$ cat src/rtl/seg7_pkg.sv
// Shared types and constants for the seven-segment count display.
// Segment patterns are active-low {dp,g,f,e,d,c,b,a} for a common-anode display.
package seg7_pkg;

    typedef logic [3:0] bcd_t;

    localparam int NUM_DIGITS = 4;

    localparam logic [7:0] SEG_BLANK = 8'hFF;
    localparam logic [3:0] AN_OFF    = 4'hF;

    localparam logic [7:0] SEG_0 = 8'hC0;
    localparam logic [7:0] SEG_1 = 8'hF9;
    localparam logic [7:0] SEG_2 = 8'hA4;
    localparam logic [7:0] SEG_3 = 8'hB0;
    localparam logic [7:0] SEG_4 = 8'h99;
    localparam logic [7:0] SEG_5 = 8'h92;
    localparam logic [7:0] SEG_6 = 8'h82;
    localparam logic [7:0] SEG_7 = 8'hF8;
    localparam logic [7:0] SEG_8 = 8'h80;
    localparam logic [7:0] SEG_9 = 8'h90;

    // Non-decimal codes cannot be produced by the counter; show them as dark.
    function automatic logic [7:0] seg_decode(input bcd_t d);
        case (d)
            4'd0:    seg_decode = SEG_0;
            4'd1:    seg_decode = SEG_1;
            4'd2:    seg_decode = SEG_2;
            4'd3:    seg_decode = SEG_3;
            4'd4:    seg_decode = SEG_4;
            4'd5:    seg_decode = SEG_5;
            4'd6:    seg_decode = SEG_6;
            4'd7:    seg_decode = SEG_7;
            4'd8:    seg_decode = SEG_8;
            4'd9:    seg_decode = SEG_9;
            default: seg_decode = SEG_BLANK;
        endcase
    endfunction

endpackage

$ cat src/rtl/seg7_count_display_bcd_digit.sv
// One decade (0-9) of the BCD counter; chained through carry_in_i/carry_out_o.
module bcd_digit (
    input  logic       clk,
    input  logic       rst,
    input  logic       clr_i,
    input  logic       en_i,
    input  logic       carry_in_i,
    output logic [3:0] value_o,
    output logic       carry_out_o
);
    import seg7_pkg::*;

    bcd_t value_q, value_d;
    logic step;

    assign step        = en_i & carry_in_i;
    assign carry_out_o = step & (value_q == 4'd9);
    assign value_o     = value_q;

    // Clear has priority over any pending step.
    always_comb begin
        value_d = value_q;
        if (clr_i)
            value_d = 4'd0;
        else if (step)
            value_d = (value_q == 4'd9) ? 4'd0 : value_q + 4'd1;
    end

    always_ff @(posedge clk or posedge rst) begin
        if (rst)
            value_q <= 4'd0;
        else
            value_q <= value_d;
    end

endmodule

$ cat src/rtl/seg7_count_display.sv
// Synchronizes the divider's toggling enable, counts its rising edges in 4-digit BCD
// and scans the digits onto a common-anode display. Option: LEADING_ZERO_BLANK_EN.
module seg7_count_display #(
    parameter int SCAN_DIV = 50000
) (
    input  logic        clk,
    input  logic        rst,
    input  logic        ce_in_i,
    input  logic        clr_i,
    input  logic        hold_i,
    output logic [15:0] count_o,
    output logic        carry_o,
    output logic [7:0]  seg_o,
    output logic [3:0]  an_o
);
    import seg7_pkg::*;

    localparam int CNT_W = (SCAN_DIV > 2) ? $clog2(SCAN_DIV) : 1;

    logic s1_q, s2_q, s3_q;
    logic inc, cnt_en;
    logic carry_q;
    logic [NUM_DIGITS:0] carry;
    bcd_t digit [NUM_DIGITS];

    logic [CNT_W-1:0] scan_cnt_q, scan_cnt_d;
    logic [1:0]       idx_q, idx_d;
    logic [7:0]       seg_q, seg_d;
    logic [3:0]       an_q, an_d;
    logic             blank;

    // Two flops resynchronize the enable; the third remembers its previous level.
    always_ff @(posedge clk or posedge rst) begin
        if (rst) begin
            s1_q <= 1'b0;
            s2_q <= 1'b0;
            s3_q <= 1'b0;
        end else begin
            s1_q <= ce_in_i;
            s2_q <= s1_q;
            s3_q <= s2_q;
        end
    end

    assign inc      = s2_q & ~s3_q;
    assign cnt_en   = inc & ~hold_i;
    assign carry[0] = 1'b1;

    for (genvar i = 0; i < NUM_DIGITS; i++) begin : g_digit
        bcd_digit u_digit (
            .clk         (clk),
            .rst         (rst),
            .clr_i       (clr_i),
            .en_i        (cnt_en),
            .carry_in_i  (carry[i]),
            .value_o     (digit[i]),
            .carry_out_o (carry[i+1])
        );
    end

    always_ff @(posedge clk or posedge rst) begin
        if (rst)
            carry_q <= 1'b0;
        else
            carry_q <= carry[NUM_DIGITS] & ~clr_i;
    end

    always_comb begin
        blank = 1'b0;
`ifdef LEADING_ZERO_BLANK_EN
        case (idx_q)
            2'd3:    blank = (digit[3] == 4'd0);
            2'd2:    blank = (digit[3] == 4'd0) && (digit[2] == 4'd0);
            2'd1:    blank = (digit[3] == 4'd0) && (digit[2] == 4'd0) && (digit[1] == 4'd0);
            default: blank = 1'b0;
        endcase
`endif
        if (scan_cnt_q == CNT_W'(SCAN_DIV - 1)) begin
            scan_cnt_d = '0;
            idx_d      = idx_q + 2'd1;
        end else begin
            scan_cnt_d = scan_cnt_q + CNT_W'(1);
            idx_d      = idx_q;
        end
        seg_d = blank ? SEG_BLANK : seg_decode(digit[idx_q]);
        an_d  = ~(4'b0001 << idx_q);
    end

    // AN and SEG come from the same index register so they switch on the same edge.
    always_ff @(posedge clk or posedge rst) begin
        if (rst) begin
            scan_cnt_q <= '0;
            idx_q      <= 2'd0;
            seg_q      <= SEG_BLANK;
            an_q       <= AN_OFF;
        end else begin
            scan_cnt_q <= scan_cnt_d;
            idx_q      <= idx_d;
            seg_q      <= seg_d;
            an_q       <= an_d;
        end
    end

    assign count_o = {digit[3], digit[2], digit[1], digit[0]};
    assign carry_o = carry_q;
    assign seg_o   = seg_q;
    assign an_o    = an_q;

endmodule

$ cat config.mk
export PLATFORM = sky130hd
export DESIGN_NAME = seg7_count_display
export DESIGN_NICKNAME = d
export VERILOG_FILES = /design/src/rtl/seg7_pkg.sv /design/src/rtl/seg7_count_display_bcd_digit.sv /design/src/rtl/seg7_count_display.sv
export SDC_FILE = /design/constraint.sdc
export NUM_CORES = 1
export LEC_CHECK = 0
export ABC_AREA = 0
export CORE_MARGIN = 3
export CORE_UTILIZATION = 30
export DETAILED_ROUTE_END_ITERATION = 10
export GPL_ROUTABILITY_DRIVEN = 0
export PLACE_DENSITY = 0.59
export REMOVE_ABC_BUFFERS = 1
export SYNTH_ARGS = -nofsm -noshare
export SYNTH_HDL_FRONTEND = slang
export SYNTH_HIERARCHICAL = 1
export SYNTH_SLANG_ARGS = --single-unit
$ cat constraint.sdc
create_clock -name clk -period 2.3 [get_ports clk]
set_input_delay 0.46 -clock clk [delete_from_list [all_inputs] [get_ports clk]]
set_output_delay 0.46 -clock clk [all_outputs]
set_load 0.02 [all_outputs]
==> summary.rpt <==
===================================================================================
Endpoint of the lowest-slack register-to-register path                     seg_o[3]
Result of the run                                                      finished clean
CTS hold repair buffers                                                           0
Max layer used                                                                 met4
Avg WL per Cell                                                             12.5 um
Clock Power Share                                                             32.8%
Tool warning count                                                               36
Clock latency on the worst-skew pair                                        0.30 ns
Pin count of the biggest net entering global routing                             34
Growth of design area from synthesis to finish                                24.0%
Global-route wire length before repair                                      8630 um
Net switching power figure                                                   369 uW
Number of post-CTS setup repair buffers                                           0
Busiest metal layer after global routing                                       met2
Sequential cell count                                                            49
Maximum fanout encountered on the critical timing path                            5
DR vias                                                                       1,887
Class of the most critical setup path                                     in -> reg
Dominant Register Cell                                                 sky130_fd_sc_hd__dfrtp_1
Most frequent logic cell in the layout                                 sky130_fd_sc_hd__dfrtp_1
Clock Pin Slew Worst Setup and Hold Paths                                   0.08 ns
Net count reported at finish                                                    321
Power in combinational cells                                                 146 uW
Biggest combinational cell group after synthesis                       simple AND/OR/NAND/NOR gates
Leakage power                                                            0.00138 uW
Share of final layout cell area taken by clock buffers and inverters          2.83%
Wire length on met1                                                         2490 um
Post-synthesis sequential area ratio                                          48.2%
Number of global-route vias before repair                                     1,824
Total clock network power                                                    515 uW
Wire length on met2                                                         2280 um
Synthesized area divided by synthesized cell count                         10.3 um2
Period Utilization, post-route                                                91.7%
CTS tree                                                                       done
Biggest area consumer among cell classes                                logic gates
Adder-cell share of the synthesized area                                      8.76%
Non-clk invs                                                                     19
Number of filler cells placed in the layout                                     826
Relative contribution of combinational cells to total power                    9.3%
Routing usage on met2                                                         17.0%
Startpoint of the worst setup timing path                                    hold_i
Io pins                                                                          34
Transition time at the pin with the least slew margin                      0.667 ns
Antenna violation net count after detailed routing                                0
MaxCap Viol Count                                                                 0
Clock buffer count from CTS                                                       5
EDFF count, synth                                                                 0
Worst clock skew                                                         0.00632 ns
Internal cell power                                                         1200 uW
Synthesized-area fraction occupied by and/or/nand/nor cells                   22.3%
Count of standard-cell rows                                                      33
Die height                                                                  98.6 um
Worst slew slack as a fraction of its limit                                   55.4%
Warnings from Yosys                                                              13
Register share of total power                                                 57.9%
Final hold viol count                                                             0
Horizontal extent of the die                                                98.6 um
Arrival time of data at the critical path endpoint                          2.32 ns
Min-Delay Path Depth                                                              0
Master cell of the clock root buffer                                   sky130_fd_sc_hd__clkbuf_8
Most numerous cell on the critical path                                sky130_fd_sc_hd__nand2_1
Switching power share of the total                                            23.5%
Global-route track usage on met1                                              14.7%
Multiplexer share of the synthesized area                                     5.79%
Standard cell core area                                                 0.00826 mm2
GRT overflow                                                                      0
===================================================================================
-- per-stage QoR --
step | total power [uW] | setup WS [ns] | hold WS, ns | area (um2) | cells
3_3_place_gp | 1070 | -0.173 | 0.338 | 3090 | 396
4_1_cts | 1600 | 0.105 | 0.371 | 3180 | 404
6_report | 1570 | 0.190 | 0.364 | 3190 | 404
5_1_grt | 1650 | -0.0107 | 0.383 | 3190 | 404
2_1_floorplan | 1000 | -0.341 | 0.226 | 2540 | 247
3_5_place_dp | 1070 | -0.193 | 0.352 | 3090 | 396
-- flip-flops by register name, indices dropped and copies added (netlist names) --
register	flops
idx_q	2
g_digit.u_digit/value_o	16
s2_q	1
an_o	4
s3_q	1
seg_o	7
s1_q	1
carry_o	1
scan_cnt_q	16
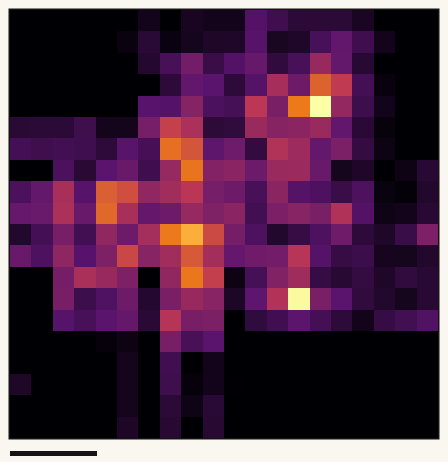
*Wire density map*
The bar under the picture is 20 um long. The die is cut into 20 by 20 equal tiles; black is low, pale yellow is high, scaled to the fullest tile. Values are wire area over tile area, all layers added.
The mean over all tiles is 0.081. 36% of the tiles are nearly empty. The densest ninth of the die: middle.

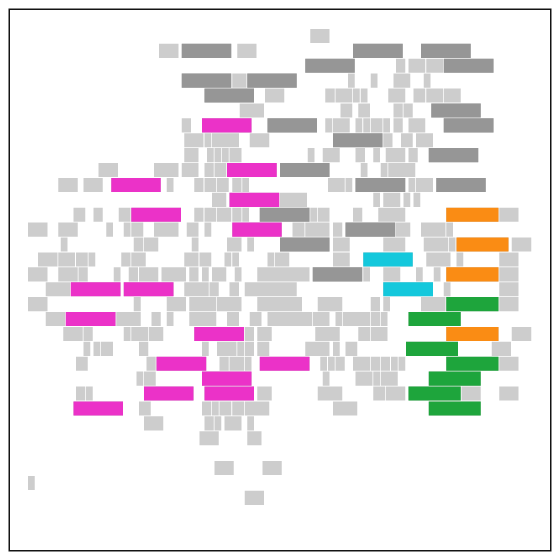
*Sequential cells grouped by signal name*
g_digit.u_digit/value_o: drawn in magenta, flops 16. an_o: drawn in orange, flops 4, where right middle. seg_o: drawn in green, flops 7. idx_q: drawn in cyan, flops 2.
Another 20 sequential cells are not coloured.
core occupancy in the finished layout: 38.6%
fraction of area in registers: 38.9%
storage element area: 0.00124 mm2
Seq. pwr: 908 uW

Power figures rest on the tool's default switching activity, not on a simulated workload.
